### config.mk
export PLATFORM = sky130hd
export DESIGN_NAME = pipelined_prefix_adder
export DESIGN_NICKNAME = d
export VERILOG_FILES = /design/src/rtl/prefix_adder_pkg.sv /design/src/rtl/pipelined_prefix_adder_cell.sv /design/src/rtl/pipelined_prefix_adder.sv
export SDC_FILE = /design/constraint.sdc
export NUM_CORES = 1
export LEC_CHECK = 0
export CORE_MARGIN = 2
export CORE_UTILIZATION = 46
export CTS_BUF_LIST = sky130_fd_sc_hd__clkbuf_4
export DETAILED_ROUTE_END_ITERATION = 12
export PLACE_DENSITY_LB_ADDON = 0.3
export REMOVE_ABC_BUFFERS = 1
export SLEW_MARGIN = 20
export SYNTH_ARGS = -nofsm -noshare
export SYNTH_HDL_FRONTEND = slang
export SYNTH_SLANG_ARGS = --single-unit
export TNS_END_PERCENT = 20
### constraint.sdc
create_clock -name clk -period 22.6 [get_ports clk]
set_input_delay 4.52 -clock clk [delete_from_list [all_inputs] [get_ports clk]]
set_output_delay 4.52 -clock clk [all_outputs]
set_load 0.01 [all_outputs]
### src/rtl/prefix_adder_pkg.sv
// Shared types and sizing helpers for the
// pipelined Kogge-Stone adder/subtractor.
package prefix_adder_pkg;

  typedef enum logic {
    OP_ADD = 1'b0,
    OP_SUB = 1'b1
  } op_e;

  function automatic int levels(input int w);
    return $clog2(w);
  endfunction

  function automatic int nstg(input int w, input int pe);
    return 1 + (levels(w) + pe - 1) / pe;
  endfunction

endpackage

### src/rtl/pipelined_prefix_adder_cell.sv
// Kogge-Stone black cell: merges a high
// (g,p) span with the adjacent low span.
module prefix_cell (
  input  logic gh,
  input  logic ph,
  input  logic gl,
  input  logic pl,
  output logic g,
  output logic p
);

  // generate/propagate combine
  assign g = gh | (ph & gl);
  assign p = ph & pl;

endmodule

### src/rtl/pipelined_prefix_adder.sv
// Pipelined parallel-prefix add/sub with
// valid/ready flow control and bubble collapse.
module pipelined_prefix_adder
  import prefix_adder_pkg::*;
#(
  parameter int WIDTH      = 32,
  parameter int PIPE_EVERY = 2
) (
  input  logic             clk,
  input  logic             rst,
  input  logic             in_valid,
  output logic             in_ready,
  input  logic [WIDTH-1:0] in_a,
  input  logic [WIDTH-1:0] in_b,
  input  logic             in_cin,
  input  logic             in_op,
  output logic             out_valid,
  input  logic             out_ready,
  output logic [WIDTH-1:0] out_sum,
  output logic             out_cout,
  output logic             out_ovf
);

  localparam int LEVELS = levels(WIDTH);
  localparam int NSTG   = nstg(WIDTH, PIPE_EVERY);
  localparam int LST    = NSTG - 1;

  // Node j holds the span ending at bit j-1;
  // node 0 is the carry-in at position -1.
  logic [WIDTH-1:0] a_q [NSTG];
  logic [WIDTH-1:0] b_q [NSTG];
  logic [WIDTH-1:0] g_q [NSTG];
  logic [WIDTH-1:0] p_q [NSTG];
  logic [NSTG-1:0]  v_q;

  logic [WIDTH-1:0] a_d [NSTG];
  logic [WIDTH-1:0] b_d [NSTG];
  logic [WIDTH-1:0] g_d [NSTG];
  logic [WIDTH-1:0] p_d [NSTG];
  logic [NSTG-1:0]  v_d;
  logic [NSTG:0]    adv;

  logic [WIDTH-1:0] lin_g  [LEVELS];
  logic [WIDTH-1:0] lin_p  [LEVELS];
  logic [WIDTH-1:0] lout_g [LEVELS];
  logic [WIDTH-1:0] lout_p [LEVELS];

  op_e              op;
  logic [WIDTH-1:0] bx;
  logic             c0;
  logic [WIDTH-1:0] cy;

  assign op = op_e'(in_op);
  assign bx = (op == OP_SUB) ? ~in_b : in_b;
  assign c0 = (op == OP_SUB) ? 1'b1 : in_cin;

  assign v_d[0] = in_valid;
  assign a_d[0] = in_a;
  assign b_d[0] = bx;
  assign g_d[0] = {in_a[WIDTH-2:0] & bx[WIDTH-2:0], c0};
  assign p_d[0] = {in_a[WIDTH-2:0] | bx[WIDTH-2:0], 1'b0};

  // stall chain: a stage moves if empty or
  // if the next one moves
  assign adv[NSTG] = out_ready;
  for (genvar k = 0; k < NSTG; k++) begin : g_adv
    assign adv[k] = !v_q[k] || adv[k+1];
  end
  assign in_ready = adv[0];

  for (genvar l = 0; l < LEVELS; l++) begin : g_lvl
    localparam int S = l / PIPE_EVERY + 1;
    localparam int D = 1 << l;
    if (l % PIPE_EVERY == 0) begin : g_src_reg
      assign lin_g[l] = g_q[S-1];
      assign lin_p[l] = p_q[S-1];
    end else begin : g_src_lvl
      assign lin_g[l] = lout_g[l-1];
      assign lin_p[l] = lout_p[l-1];
    end
    for (genvar j = 0; j < WIDTH; j++) begin : g_bit
      if (j >= D) begin : g_cell
        prefix_cell u_cell (
          .gh (lin_g[l][j]),
          .ph (lin_p[l][j]),
          .gl (lin_g[l][j-D]),
          .pl (lin_p[l][j-D]),
          .g  (lout_g[l][j]),
          .p  (lout_p[l][j])
        );
      end else begin : g_pass
        assign lout_g[l][j] = lin_g[l][j];
        assign lout_p[l][j] = lin_p[l][j];
      end
    end
  end

  for (genvar k = 1; k < NSTG; k++) begin : g_stg
    localparam int LAST =
      ((k * PIPE_EVERY < LEVELS) ?
       k * PIPE_EVERY : LEVELS) - 1;
    assign v_d[k] = v_q[k-1];
    assign a_d[k] = a_q[k-1];
    assign b_d[k] = b_q[k-1];
    assign g_d[k] = lout_g[LAST];
    assign p_d[k] = lout_p[LAST];
  end

  // pipeline registers; each stage loads
  // only when it is allowed to advance
  always_ff @(posedge clk or posedge rst) begin
    if (rst) begin
      v_q <= '0;
      for (int k = 0; k < NSTG; k++) begin
        a_q[k] <= '0;
        b_q[k] <= '0;
        g_q[k] <= '0;
        p_q[k] <= '0;
      end
    end else begin
      for (int k = 0; k < NSTG; k++) begin
        if (adv[k]) begin
          v_q[k] <= v_d[k];
          a_q[k] <= a_d[k];
          b_q[k] <= b_d[k];
          g_q[k] <= g_d[k];
          p_q[k] <= p_d[k];
        end
      end
    end
  end

  // final node j is the carry into bit j;
  // the MSB cell is folded in here
  assign cy        = g_q[LST];
  assign out_valid = v_q[LST];
  assign out_sum   = a_q[LST] ^ b_q[LST] ^ cy;
  assign out_cout  =
    (a_q[LST][WIDTH-1] & b_q[LST][WIDTH-1]) |
    ((a_q[LST][WIDTH-1] | b_q[LST][WIDTH-1]) &
     cy[WIDTH-1]);
  assign out_ovf   = cy[WIDTH-1] ^ out_cout;

endmodule

==> run notes, run 1 <==
impl run done, here's what came out: status completed, crit-path max FO 65, slew at the pin closest to its max-slew limit 1080 ps, reg-to-reg startpoint v_q[3], Leakage 10.3 nW, Non-CTS buffers 122, TritonCTS Sinks 463, Non-clock buffers, area share 5.34%, vias per cell 5.26, Final Net Count 2,002, Seq area share 52.2%, Fill cells 3,680, logic share of the area 32.6%, Syn Area/Cell 10.8 µm², WP buf/inv 3, total wire length 43.9 mm, Initial Utilization 46.5%, Cell Type Count 37, invs w/o clock 33, Die Ht 209 µm, Antenna Nets Post-Route 0, Resized Gates After CTS 0, CP Depth 5, worst r2r path cells 5, synthesis-stage register bit count 463, worst skew pair latency 820 ps, hold_sp a_d[45], Max Freq 84.0 MHz, top cells by area, synth dfrtp_1, nand2_1, mux2_2, post-DR wirelength/cell 17.2 µm, Max clock buf depth 3, RSZ-0062 raised after global routing false, Top cell excl fill/tap nand2_1, Pint 1.66 mW, gr ovfl total 0, IO Port Bufs 105, clock share of power 27.3%, ClkCell Share 6.21%, Yosys top cell by area dfrtp_1, Setup Buffers After CTS 0, Final Hold Fails 0, CP cell instances clkdlybuf4s50_1, and4b_4, and2_4, inv_4, clkdlybuf4s50_1, Primary FF master, synth dfrtp_1, hold path cells 2, Area-dominant class flip-flops and latches, area delta synth->final 14.4%, Seq pwr share 47.8%, Largest stage delay, worst path 660 ps, Top cells excl fill/tap nand2_1, dfrtp_1, clkbuf_4, chip area 43,800 µm², setup_tns 0 ps, CP required 18,080 ps, placed cell count 2,354, maximum VDD drop 40.6 µV, vias in the first global route 13,700, most used cell, CP clkdlybuf4s50_1, CP endpoint kind primary output, sequential share of the synthesized area 59.7%, clock period minus worst slack 11,900 ps, row cnt 75, antenna violations before repair 1, Cell Count, Final, Fillers Out 2,554, Startpoint Class input pin, Reg area 11,600 µm², CP startpoint out_ready, TritonCTS clock tree built, DP Wirelength 28.0 mm, Tapcell Cnt 539, reg2reg end b_d[79], Hold EP a_d[13], async set-reset flop share out of synthesis 100%, number of enable flip-flop cells 0, Root Driver clkbuf_4, starting DRC count in detailed routing 935, first-pass iteration count of the detailed router 6, Clock Pin Slew Worst Setup and Hold Paths 60 ps, Placer Congestion 0.851, delay-heaviest family, CP buffers and inverters, share of cells above drive strength 1 17.3%, Gate power share 24.9%, synth cell count leaders nand2_1, dfrtp_1, a21oi_1, mux2_2, xnor2_1
## run 1: worst register-to-register path: cells and delay by family (launching register included)
kind / cells / cell delay [ps]
and+or+nand+nor: 2 / 1260
buffers and inverters: 2 / 880
DFF: 1 / 470
muxes: 1 / 440
## run 1: per-stage QoR
step | setup slack [ps] | total power, mW | utilization [%] | instance area [µm²]
global route | 10520 | 2.58 | 53.1 | 22200
floorplan | 5170 | 1.52 | - | 18900
finish | 10700 | 2.42 | 53.1 | 22200
CTS | 10210 | 2.45 | 53.1 | 22200
global placement | 10290 | 1.77 | 49.8 | 20800
detailed placement | 10230 | 1.78 | 49.8 | 20800
## run 1: power by group through the flow
stage | Clock, mW | Combinational (mW) | Sequential, mW
floorplan | 0 | 0.391 | 1.13
global placement | 0 | 0.601 | 1.17
detailed placement | 0 | 0.610 | 1.17
CTS | 0.680 | 0.613 | 1.16
global route | 0.725 | 0.666 | 1.18
finish | 0.661 | 0.603 | 1.16
## run 1: flip-flops by register name (all words and copies together), names as in the netlist
name and count:
g_q 75, v_q 4, b_d 96, cy 32, a_q 32, g_d 21, lin_p 75, a_d 96
b_q 32
## run 1: cells by family (layout without fill, tap and decap cells)
| kind of cell | Yosys count | after routing | synth area share, % |
|---|---|---|---|
| AOI/OAI and AO/OA | 304 | 304 | 9.60 |
| xor gates and xnor gates | 95 | 95 | 4.29 |
| adders and majority gates | 1 | 1 | 0.103 |
| buffers and inverters | 134 | 353 | 3.07 |
| DFF | 463 | 463 | 59.7 |
| muxes | 154 | 154 | 9.85 |
| other | 0 | 1 | 0 |
| and+or+nand+nor | 644 | 644 | 13.4 |
## run 1: per-layer routing
metal  vias to the layer above  track usage, %  wire length, µm
met3                        66            3.86             2110
met2                       353            32.7            20500
met5                         -               0                0
met1                      6626            29.1            20400
li1                       6392               -                -
met4                         0            7.93              920
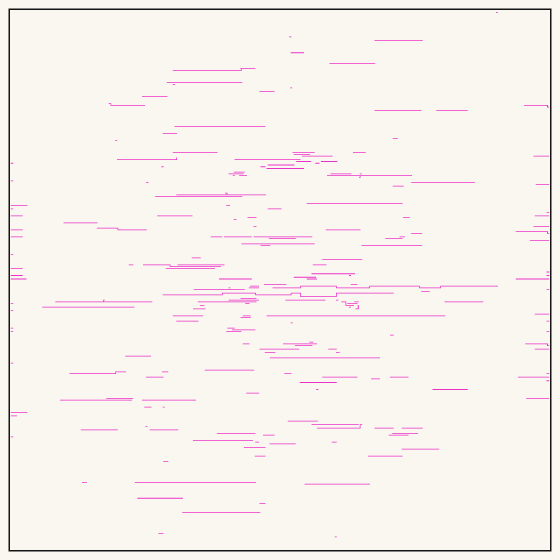
(run_1/met3.png)
The layer carries 2,110 µm of wire. The layer holds 4.8% of the routed length. 118 nets have wire on it. The longest straight run is 69.0 µm.

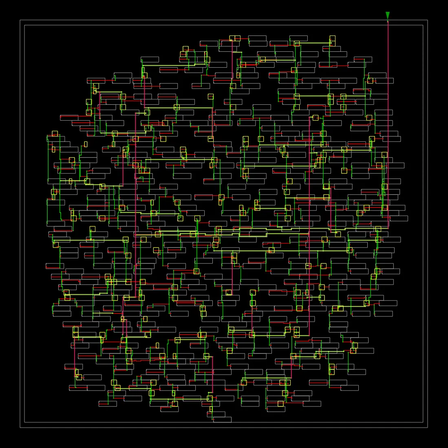
(run_1/final_clocks.png)
clock buffers: 166
Power Clock: 0.661 mW

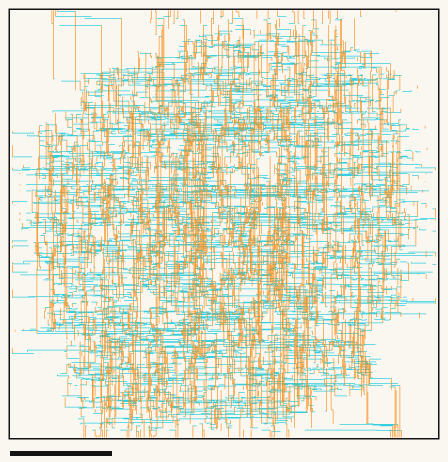
(run_1/metal_stack.png)
Bar = 50 µm. Only two layers are drawn.
met2: drawn in orange, wire length 20.5 mm. met1: drawn in cyan, wire length 20.4 mm.

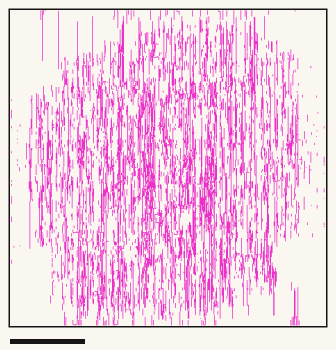
(run_1/met2.png)
Bar = 50 µm.
The layer holds 47% of the routed length. The longest straight run is 71.1 µm. 1,636 nets have wire on it. The wires run mostly vertical. The layer carries 20.5 mm of wire.

==> run 2, diff against run 1 <==
==> constraint.sdc (replaced) <==
create_clock -name clk -period 10.5 [get_ports clk]
set_input_delay 2.1 -clock clk [delete_from_list [all_inputs] [get_ports clk]]
set_output_delay 2.1 -clock clk [all_outputs]
set_load 0.01 [all_outputs]
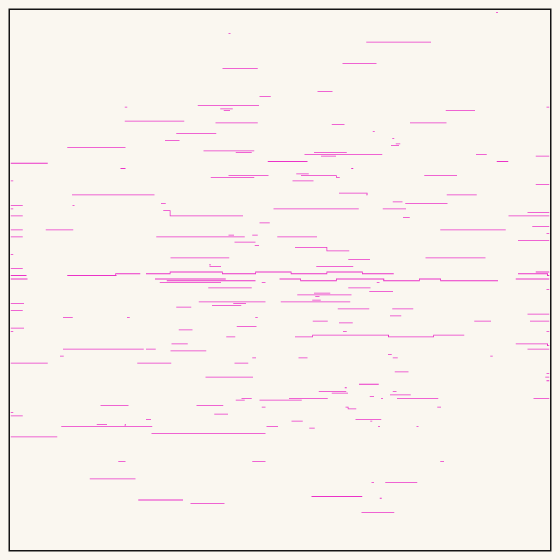
(run_2/met3.png)
The wires run mostly horizontal. The layer holds 4.5% of the routed length. The layer carries 1,960 µm of wire. 106 nets have wire on it.

==> run notes, run 2 <==
impl run done, here's what came out: post-route cell area 22,200 µm², maximum VDD drop 93.2 µV, Final WS setup 3530 ps, gr ovfl total 0, antenna violations before repair 1, Cell Type Count 37, CP cell instances clkdlybuf4s50_1, and4b_4, and2_4, inv_4, clkdlybuf4s50_1, Leakage 10.3 nW, Die Ht 209 µm, most used cell, CP clkdlybuf4s50_1, vias per cell 5.24, slew at the pin closest to its max-slew limit 1070 ps, Placer Congestion 0.833, IO Port Bufs 105, Root Driver clkbuf_4, synthesis-stage register bit count 463, Max clock buf depth 3, Antenna Nets Post-Route 0, chip area 43,800 µm², TritonCTS Sinks 463, Primary FF master, synth dfrtp_1, Setup Buffers After CTS 0, Syn Area/Cell 10.8 µm², status completed, share of cells above drive strength 1 17.4%, Clock Pin Slew Worst Setup and Hold Paths 60 ps, Reg area 11,600 µm², Tapcell Cnt 539, sequential share of the synthesized area 59.7%, Max Freq 144 MHz, Top cell excl fill/tap nand2_1, post-DR wirelength/cell 17.2 µm, row cnt 75, synth cell count leaders nand2_1, dfrtp_1, a21oi_1, mux2_2, xnor2_1, Non-clock buffers, area share 5.32%, first-pass iteration count of the detailed router 5, Cell Count, Final, Fillers Out 2,553, Yosys top cell by area dfrtp_1, Initial Utilization 46.5%, number of enable flip-flop cells 0, Fill cells 3,707, clock buffers 167, Startpoint Class input pin, crit-path max FO 65, worst skew pair latency 800 ps, WP buf/inv 3, placed inst area 20,800 µm², Area-dominant class flip-flops and latches, ClkCell Share 6.36%, clock period minus worst slack 6970 ps, Resized Gates After CTS 0, Final Net Count 2,005, Largest stage delay, worst path 650 ps, placed cell count 2,354, CP endpoint kind primary output, worst slack, placed 3030 ps, invs w/o clock 33, delay-heaviest family, CP buffers and inverters, area delta synth->final 14.6%, top cells by area, synth dfrtp_1, nand2_1, mux2_2, total wire length 43.8 mm, async set-reset flop share out of synthesis 100%
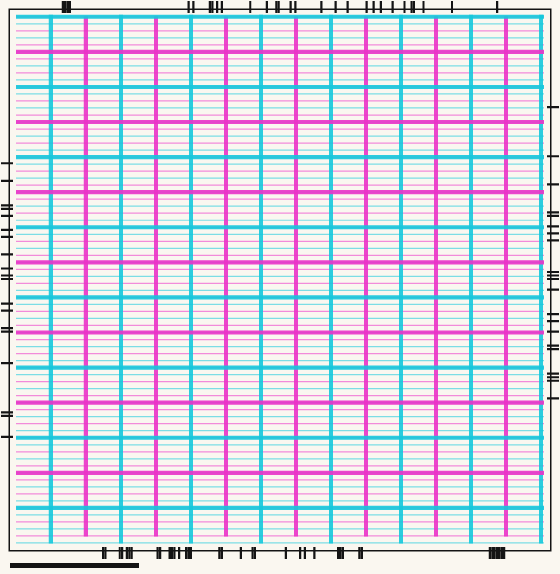
(run_2/pdn.png)
Bar = 50 µm. Pins as bars on the die edge.
VSS: drawn in cyan. VDD: drawn in magenta.
The core has 75 rows. 106 signal pins sit on the boundary. 15 straps on met5. 15 straps on met4. 76 met1 rails follow the rows.

[run 2: cell counts after synthesis]
No cell type changed its count.
[run 2: worst reg2reg max path: cells and delay by family (launching register included)]
family,cells,cell delay (ps)
buffers and inverters,2,880
flip-flops,1,470
multiplexers,1,410
AND/OR/NAND/NOR,2,1190
[run 2: cell families after synthesis]
family,count (synthesis),synth area share (%)
XOR/XNOR,95,4.29
flip-flops,463,59.7
adder cells (fa/ha/maj),1,0.103
AND/OR/NAND/NOR,644,13.4
buffers and inverters,134,3.07
multiplexers,154,9.85
AND-OR/OR-AND,304,9.60
[run 2: worst paths after layout]
check / startpoint / slack (ps) / endpoint / cells past startpoint
max: out_ready / 3530 / in_ready / 5
min: a_d[36] / 410 / a_d[4] / 2
max reg2reg: v_q[3] / 7430 / b_d[93] / 5
min reg2reg: a_d[36] / 410 / a_d[4] / 2
max in group asynchronous: rst / 6720 / v_q[0] / 4
min in group asynchronous: rst / 1820 / a_q[22] / 2
[run 2: through the flow]
step | total power, mW | setup TNS (ps)
after CTS | 5.32 | 0
final | 5.25 | 0
after detailed placement | 3.84 | 0
after floorplan | 3.27 | -2088410
after global placement | 3.80 | 0
after global routing | 5.58 | 0
[run 2: where the power goes]
part           internal, mW  switching (mW)
clock                 0.749           0.709
sequential             2.18           0.311
combinational         0.681           0.617
total                  3.61            1.64
[run 2: per-layer routing]
| layer | track usage, % | part of all wire [%] | routed length [µm] |
|---|---|---|---|
| met1 | 29.0 | 47 | 20400 |
| met2 | 32.8 | 47 | 20500 |
| met3 | 3.47 | 4.5 | 1960 |
| met4 | 7.22 | 2.0 | 877 |
| met5 | 0 | 0 | 0 |
==> run 3, diff against run 2 <==
==> constraint.sdc (replaced) <==
create_clock -name clk -period 6.05 [get_ports clk]
set_input_delay 1.21 -clock clk [delete_from_list [all_inputs] [get_ports clk]]
set_output_delay 1.21 -clock clk [all_outputs]
set_load 0.01 [all_outputs]
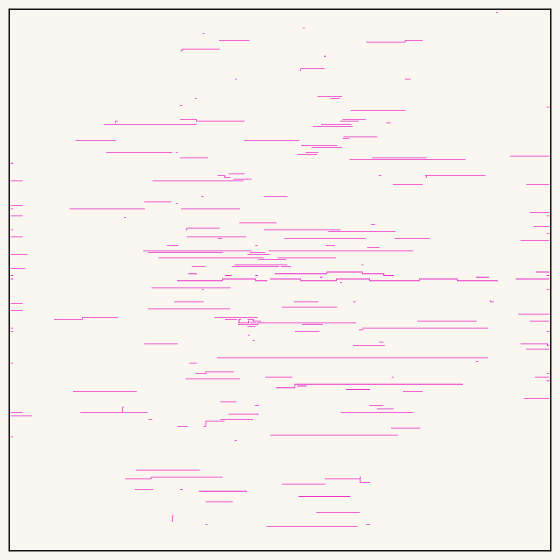
(run_3/met3.png)
The longest straight run is 105 µm. The layer carries 2,340 µm of wire. 109 nets have wire on it. The wires run mostly horizontal.

==> run notes, run 3 <==
impl run done, here's what came out: slew at the pin closest to its max-slew limit 1020 ps, Synth Area in Simple Gates 13.4%, DP Wirelength 27.7 mm, status completed, post-DR wirelength/cell 17.4 µm, WP buf/inv 3, CP required 4840 ps, Top cells excl fill/tap nand2_1, dfrtp_1, clkbuf_4, Die Ht 209 µm, sequential share of the synthesized area 59.7%, Syn Area/Cell 10.8 µm², placed cell count 2,356, number of enable flip-flop cells 0, chip area 43,800 µm², Post-synth mux share 9.85%, Cell Type Count 37, fa+ha+maj area frac 0.103%, gr ovfl total 0, layer with the highest usage met2, share of cells above drive strength 1 17.3%, area delta synth->final 14.6%, worst slack, placed 1670 ps, delay-heaviest family, CP buffers and inverters, Top cell excl fill/tap nand2_1, largest family of logic cells by area simple AND/OR/NAND/NOR gates, first-pass iteration count of the detailed router 5, ao+oa area frac 9.60%, Antenna Nets Post-Route 0, antenna violations before repair 1, most used cell, CP clkdlybuf4s50_1, global-route track usage on met2 33.0%, setup_tns 0 ps, Yosys top cell by area dfrtp_1, CP cell instances clkdlybuf4s50_1, and4b_4, and2_2, inv_4, clkdlybuf4s50_1, Primary FF master, synth dfrtp_1, row cnt 75, maximum VDD drop 187 µV, Final Net Count 2,004
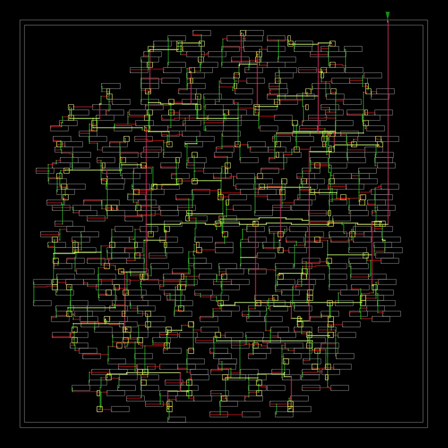
(run_3/final_clocks.png)
TritonCTS Sinks: 463
Layout Skew: 33.4 ps
worst skew pair latency: 780 ps

## run 3: power breakdown
| part | internal, mW | switching [mW] | leakage [nW] | total [mW] |
|---|---|---|---|---|
| clock | 1.24 | 1.21 | 0.818 | 2.45 |
| combinational | 1.19 | 1.08 | 3.99 | 2.27 |
| sequential | 3.78 | 0.548 | 5.47 | 4.33 |
## run 3: path summary, 6_finish.rpt
check / start / to / cells past startpoint / slack [ps]
max reg2reg: v_q[3] / lin_p[138] / 5 / 2990
min reg2reg: b_d[14] / b_d[14] / 2 / 460
min: b_d[14] / b_d[14] / 2 / 460
max in group asynchronous: rst / b_d[92] / 3 / 3750
max: out_ready / in_ready / 5 / 1720
min in group asynchronous: rst / v_q[3] / 2 / 1020
## run 3: worst register-to-register path: stages, from the launching register on
cell	delay (ps)
dfrtp_1	480
and4b_4	580
buf_4	790
buf_4	750
a211oi_1	240
a21oi_1	150
## run 3: logic make-up after synthesis
logic type,Yosys count
AOI/OAI and AO/OA,304
xor gates and xnor gates,95
adders and majority gates,1
buffers and inverters,134
DFF,463
muxes,154
and+or+nand+nor,644
## run 3: metal layers
layer,share of wire (%),up-vias
met5,0,-
li1,-,6406
met4,2.0,0
met3,5.3,70
met1,46,6618
met2,47,324
## run 3: per-stage QoR
step	instance area [µm²]	total power, mW
floorplan	18900	5.67
global placement	20900	6.61
detailed placement	20900	6.68
CTS	22200	9.17
global route	22200	9.61
finish	22200	9.05
## run 3: cell type report
class	instances	area, µm²	share of cell area [%]
antenna	2	5.00	0.0225
multi-input combinational	1198	7230	32.5
tap	539	674	3.03
sequential	463	11600	52.1
timing repair buffer	123	1240	5.59
clock inverter	28	108	0.484
inverter	33	134	0.602
clock buffer	166	1250	5.61
Power figures rest on the tool's default switching activity, not on a simulated workload.
